<file path="src/rtl/ped_pkg.sv">
// Shared definitions for the pedestrian request front end.
//   - Crossing index constants, in bit order of every NUM_XING-wide port.
//   - ped_state_t: per-channel FSM state, 3-bit encoding.
//   - NUM_XING_DEFAULT: default number of crossings.
package ped_pkg;

  localparam int unsigned NUM_XING_DEFAULT = 8;

  localparam int unsigned XING_NORTH     = 0;
  localparam int unsigned XING_SOUTH     = 1;
  localparam int unsigned XING_EAST      = 2;
  localparam int unsigned XING_WEST      = 3;
  localparam int unsigned XING_NORTH_ONE = 4;
  localparam int unsigned XING_SOUTH_ONE = 5;
  localparam int unsigned XING_EAST_ONE  = 6;
  localparam int unsigned XING_WEST_ONE  = 7;

  typedef enum logic [2:0] {
    StIdle     = 3'd0,
    StDebounce = 3'd1,
    StPending  = 3'd2,
    StServing  = 3'd3,
    StCooldown = 3'd4
  } ped_state_t;

endpackage

</file>
<file path="src/rtl/ped_channel_fsm.sv">
// One pedestrian crossing: 2-flop button synchronizer, debounce, held request,
// grant/release handshake and post-service cooldown.
// Ports:
//   clock, reset_n  : clock, asynchronous active-low reset
//   button_raw      : asynchronous raw button, 1 = pressed
//   walk_grant      : controller walk output for this crossing
//   request_out     : held request (PENDING or SERVING), decoded from state
//   walk_served     : one-cycle pulse after the grant ends
//   overdue         : pending wait has reached WAIT_LIMIT
//   grant_error     : sticky, grant seen while no request was held
module ped_channel_fsm
  import ped_pkg::*;
#(
  parameter int unsigned DEBOUNCE_CYCLES = 4,
  parameter int unsigned COOLDOWN_CYCLES = 8,
  parameter int unsigned WAIT_LIMIT      = 200
) (
  input  logic clock,
  input  logic reset_n,
  input  logic button_raw,
  input  logic walk_grant,
  output logic request_out,
  output logic walk_served,
  output logic overdue,
  output logic grant_error
);

  localparam logic [7:0] DebLast  = 8'(DEBOUNCE_CYCLES);
  localparam logic [7:0] CoolLast = 8'(COOLDOWN_CYCLES - 1);
  localparam logic [7:0] WaitLim  = 8'(WAIT_LIMIT);

  logic       sync_q, btn_s;
  ped_state_t state_q, state_d;
  logic [7:0] cnt_q, cnt_d;
  logic [7:0] wait_q, wait_d;
  logic       served_q, served_d;
  logic       err_q, err_d;

  always_ff @(posedge clock or negedge reset_n) begin
    if (!reset_n) begin
      sync_q   <= 1'b0;
      btn_s    <= 1'b0;
      state_q  <= StIdle;
      cnt_q    <= 8'd0;
      wait_q   <= 8'd0;
      served_q <= 1'b0;
      err_q    <= 1'b0;
    end else begin
      sync_q   <= button_raw;
      btn_s    <= sync_q;
      state_q  <= state_d;
      cnt_q    <= cnt_d;
      wait_q   <= wait_d;
      served_q <= served_d;
      err_q    <= err_d;
    end
  end

  always_comb begin
    state_d  = state_q;
    cnt_d    = cnt_q;
    wait_d   = wait_q;
    served_d = 1'b0;
    err_d    = err_q;

    case (state_q)
      StIdle: begin
        if (btn_s) begin
          state_d = StDebounce;
          cnt_d   = 8'd1;
        end
      end
      StDebounce: begin
        if (!btn_s) begin
          state_d = StIdle;
          cnt_d   = 8'd0;
        end else if (cnt_q == DebLast) begin
          state_d = StPending;
          cnt_d   = 8'd0;
          wait_d  = 8'd0;
        end else begin
          cnt_d = cnt_q + 8'd1;
        end
      end
      StPending: begin
        if (wait_q != 8'hFF) wait_d = wait_q + 8'd1;
        if (walk_grant) state_d = StServing;
      end
      StServing: begin
        if (!walk_grant) begin
          state_d  = StCooldown;
          cnt_d    = 8'd0;
          served_d = 1'b1;
        end
      end
      StCooldown: begin
        // A held button keeps the channel here so it cannot re-request.
        if (cnt_q != CoolLast) begin
          cnt_d = cnt_q + 8'd1;
        end else if (!btn_s) begin
          state_d = StIdle;
          cnt_d   = 8'd0;
        end
      end
      default: begin
        state_d = StIdle;
        cnt_d   = 8'd0;
      end
    endcase

    if (walk_grant && (state_q inside {StIdle, StDebounce, StCooldown})) err_d = 1'b1;
  end

  assign request_out = (state_q == StPending) || (state_q == StServing);
  assign overdue     = (state_q == StPending) && (wait_q >= WaitLim);
  assign walk_served = served_q;
  assign grant_error = err_q;

endmodule

</file>
<file path="src/rtl/pedestrian_request_unit.sv">
// Pedestrian crossing front end: NUM_XING independent button channels plus a
// registered count of outstanding requests.
// Ports:
//   clock, reset_n : clock, asynchronous active-low reset
//   button_raw     : raw push-buttons, 1 = pressed
//   walk_grant     : controller walk outputs
//   request_out    : held requests to the controller
//   walk_served    : one-cycle pulse per channel when its grant ends
//   overdue        : per-channel wait reached WAIT_LIMIT
//   grant_error    : sticky per-channel unexpected-grant flag
//   pending_count  : popcount of request_out as of the previous cycle
module pedestrian_request_unit
  import ped_pkg::*;
#(
  parameter int unsigned NUM_XING        = NUM_XING_DEFAULT,
  parameter int unsigned DEBOUNCE_CYCLES = 4,
  parameter int unsigned COOLDOWN_CYCLES = 8,
  parameter int unsigned WAIT_LIMIT      = 200
) (
  input  logic                clock,
  input  logic                reset_n,
  input  logic [NUM_XING-1:0] button_raw,
  input  logic [NUM_XING-1:0] walk_grant,
  output logic [NUM_XING-1:0] request_out,
  output logic [NUM_XING-1:0] walk_served,
  output logic [NUM_XING-1:0] overdue,
  output logic [NUM_XING-1:0] grant_error,
  output logic [3:0]          pending_count
);

  for (genvar i = 0; i < NUM_XING; i++) begin : g_xing
    ped_channel_fsm #(
      .DEBOUNCE_CYCLES(DEBOUNCE_CYCLES),
      .COOLDOWN_CYCLES(COOLDOWN_CYCLES),
      .WAIT_LIMIT     (WAIT_LIMIT)
    ) u_chan (
      .clock      (clock),
      .reset_n    (reset_n),
      .button_raw (button_raw[i]),
      .walk_grant (walk_grant[i]),
      .request_out(request_out[i]),
      .walk_served(walk_served[i]),
      .overdue    (overdue[i]),
      .grant_error(grant_error[i])
    );
  end

  logic [3:0] count_d, count_q;

  always_comb begin
    count_d = 4'd0;
    for (int i = 0; i < NUM_XING; i++) count_d = count_d + 4'(request_out[i]);
  end

  always_ff @(posedge clock or negedge reset_n) begin
    if (!reset_n) count_q <= 4'd0;
    else          count_q <= count_d;
  end

  assign pending_count = count_q;

endmodule

</file>
<file path="config.mk">
export PLATFORM = sky130hd
export DESIGN_NAME = pedestrian_request_unit
export DESIGN_NICKNAME = d
export VERILOG_FILES = /design/src/rtl/ped_pkg.sv /design/src/rtl/ped_channel_fsm.sv /design/src/rtl/pedestrian_request_unit.sv
export SDC_FILE = /design/constraint.sdc
export NUM_CORES = 1
export LEC_CHECK = 0
export ABC_AREA = 0
export CORE_MARGIN = 1.5
export CORE_UTILIZATION = 55
export DETAILED_ROUTE_END_ITERATION = 8
export DONT_BUFFER_PORTS = 1
export PLACE_DENSITY_LB_ADDON = 0.3
export REMOVE_ABC_BUFFERS = 1
export SYNTH_ARGS = -nofsm -noshare
export SYNTH_HDL_FRONTEND = slang
export SYNTH_HIERARCHICAL = 1
export SYNTH_SLANG_ARGS = --single-unit
</file>
<file path="constraint.sdc">
create_clock -name clock -period 3.53 [get_ports clock]
set_input_delay 0.5295 -clock clock [delete_from_list [all_inputs] [get_ports clock]]
set_output_delay 0.5295 -clock clock [all_outputs]
set_load 0.05 [all_outputs]
</file>
Figure 1. A small window of the routed layout.
Region (52, 23) to (92, 63) um. Cells in gray, sequential cells in the stronger gray; small squares are vias.
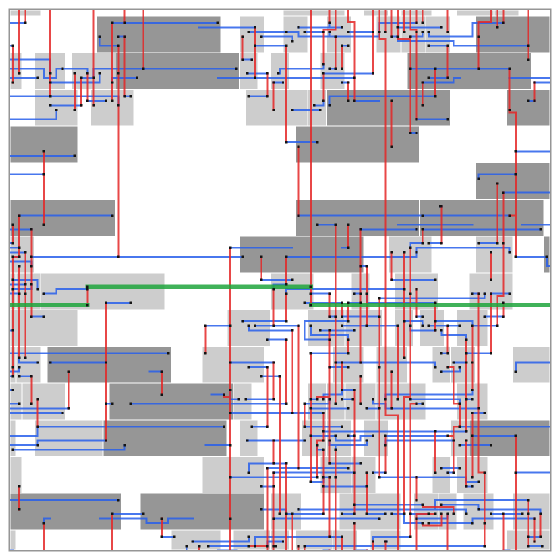
- blue: met1
- green: met3
- red: met2
- cells with their middle in the window: 86
- netlist names of flops here include: g_xing.u_chan/cnt_q (14), g_xing.u_chan/wait_q (4)
- most frequent: dfrtp_1 (18), o21ai_0 (8), inv_1 (6)
- sequential cells in the window: 18

Figure 2. Placed standard cells.
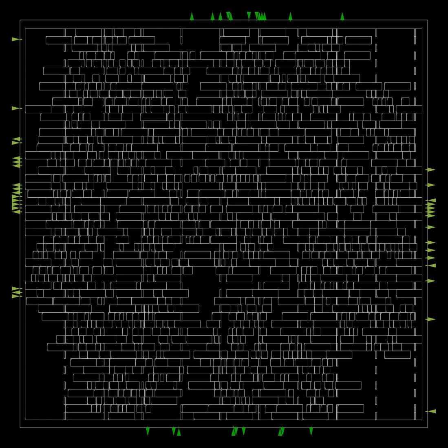
Core Rows: 51
flop share of the area: 0.399
final cell count without fillers: 1418

Figure 3. M3 wires.
Scale bar: 50 um.
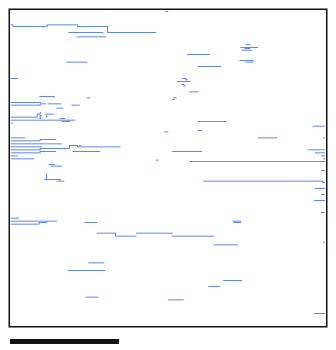
- share of all routed wire: 4.0%
- wire length on this layer: 839 um
met3 GRT Util: 0.0513
via count: 8445
Total Wirelength: 21300 um

[cells by family (layout without fill, tap and decap cells)]
logic type / Yosys count / in the layout
AND-OR/OR-AND: 329 / 329
XOR/XNOR: 16 / 16
adder cells (fa/ha/maj): 39 / 39
buffers and inverters: 114 / 131
flip-flops: 188 / 188
multiplexers: 8 / 8
AND/OR/NAND/NOR: 442 / 442
[cell type report]
| cell class | count | area (um2) |
|---|---|---|
| Inverter | 82 | 308 |
| Tap cell | 265 | 332 |
| Clock inverter | 9 | 114 |
| Fill cell | 1699 | 7740 |
| Sequential cell | 188 | 4700 |
| Multi-Input combinational cell | 834 | 5730 |
| Timing Repair Buffer | 17 | 128 |
| Clock buffer | 23 | 468 |
==> out/metrics.csv <==
stage,metric,value,unit
worst_setup_path,Worst Path Required,3.84,ns
power,VDD IR-drop max,451,uV
synthesis,number of synthesis warnings,6,
clock_tree,CTS Buf Count,17,
power,comb pwr,3.08,mW
route,DRT iter0 DRCs,501,
run_status,status,"finished, violations left",
final_timing,post-route setup slack,0.377,ns
layout,Largest regs,"g_xing.u_chan/cnt_q (64), g_xing.u_chan/wait_q (64), g_xing.u_chan/state_q (24)",
worst_setup_path,nature of the critical path startpoint,flip-flop,
worst_setup_path,worst reg2reg startpoint,g_xing[3].u_chan/state_q[1],
synthesis,"top cells, area","dfrtp_1 (43%), ha_1 (4.0%), o21ai_0 (3.0%)",
layout,post-layout utilization of the core,0.604,
route,met3 wire len,838,um
route,met1 wire length,10400,um
synthesis,"FFs w/ async S/R, synth",1.00,
final_timing,"Hold Vio Cnt, Final",188,
final_timing,Hold WS,-0.197,ns
route,drt first pass iters,4,
worst_setup_path,CP endpoint kind,flip-flop,
layout,layout cells sized above 1,0.111,
power,power per cell area,704,nW/um2
final_timing,clk_skew,0.00791,ns
clock_tree,cts repair resizes,0,
power,Clock Power Share,0.226,
worst_setup_path,timing endpoint of the critical path,pending_count[2],
floorplanning,Die H,145,um
synthesis,Post-synth top cells,"dfrtp_1 (188), nand2_1 (84), inv_1 (82)",
hold_path,Hold Path Class,in -> async,
worst_setup_path,crit path max fanout,12,
clock_tree,Late-Pin Clk Latency,0.42,ns
final_timing,crit path time final,3.15,ns
route,post-detailed-route count of antenna-violating nets,0,
floorplanning,CORE AREA,19500,um2
run_status,failing checks,hold timing,
final_timing,"Setup violations, final",0,
synthesis,most common cell in the netlist,dfrtp_1,
power,Power Total,8.30,mW
power,P_seq,3.35,mW
synthesis,number of enable flip-flop cells,0,
floorplanning,I/O Pins,54,
synthesis,Simple-Gate Fraction of Synth Area,0.249,
worst_setup_path,register-to-register setup slack,0.38,ns
global_routing,vias in the first global route,7871,
No activity file was given, so power comes from the tool's default toggle rates.
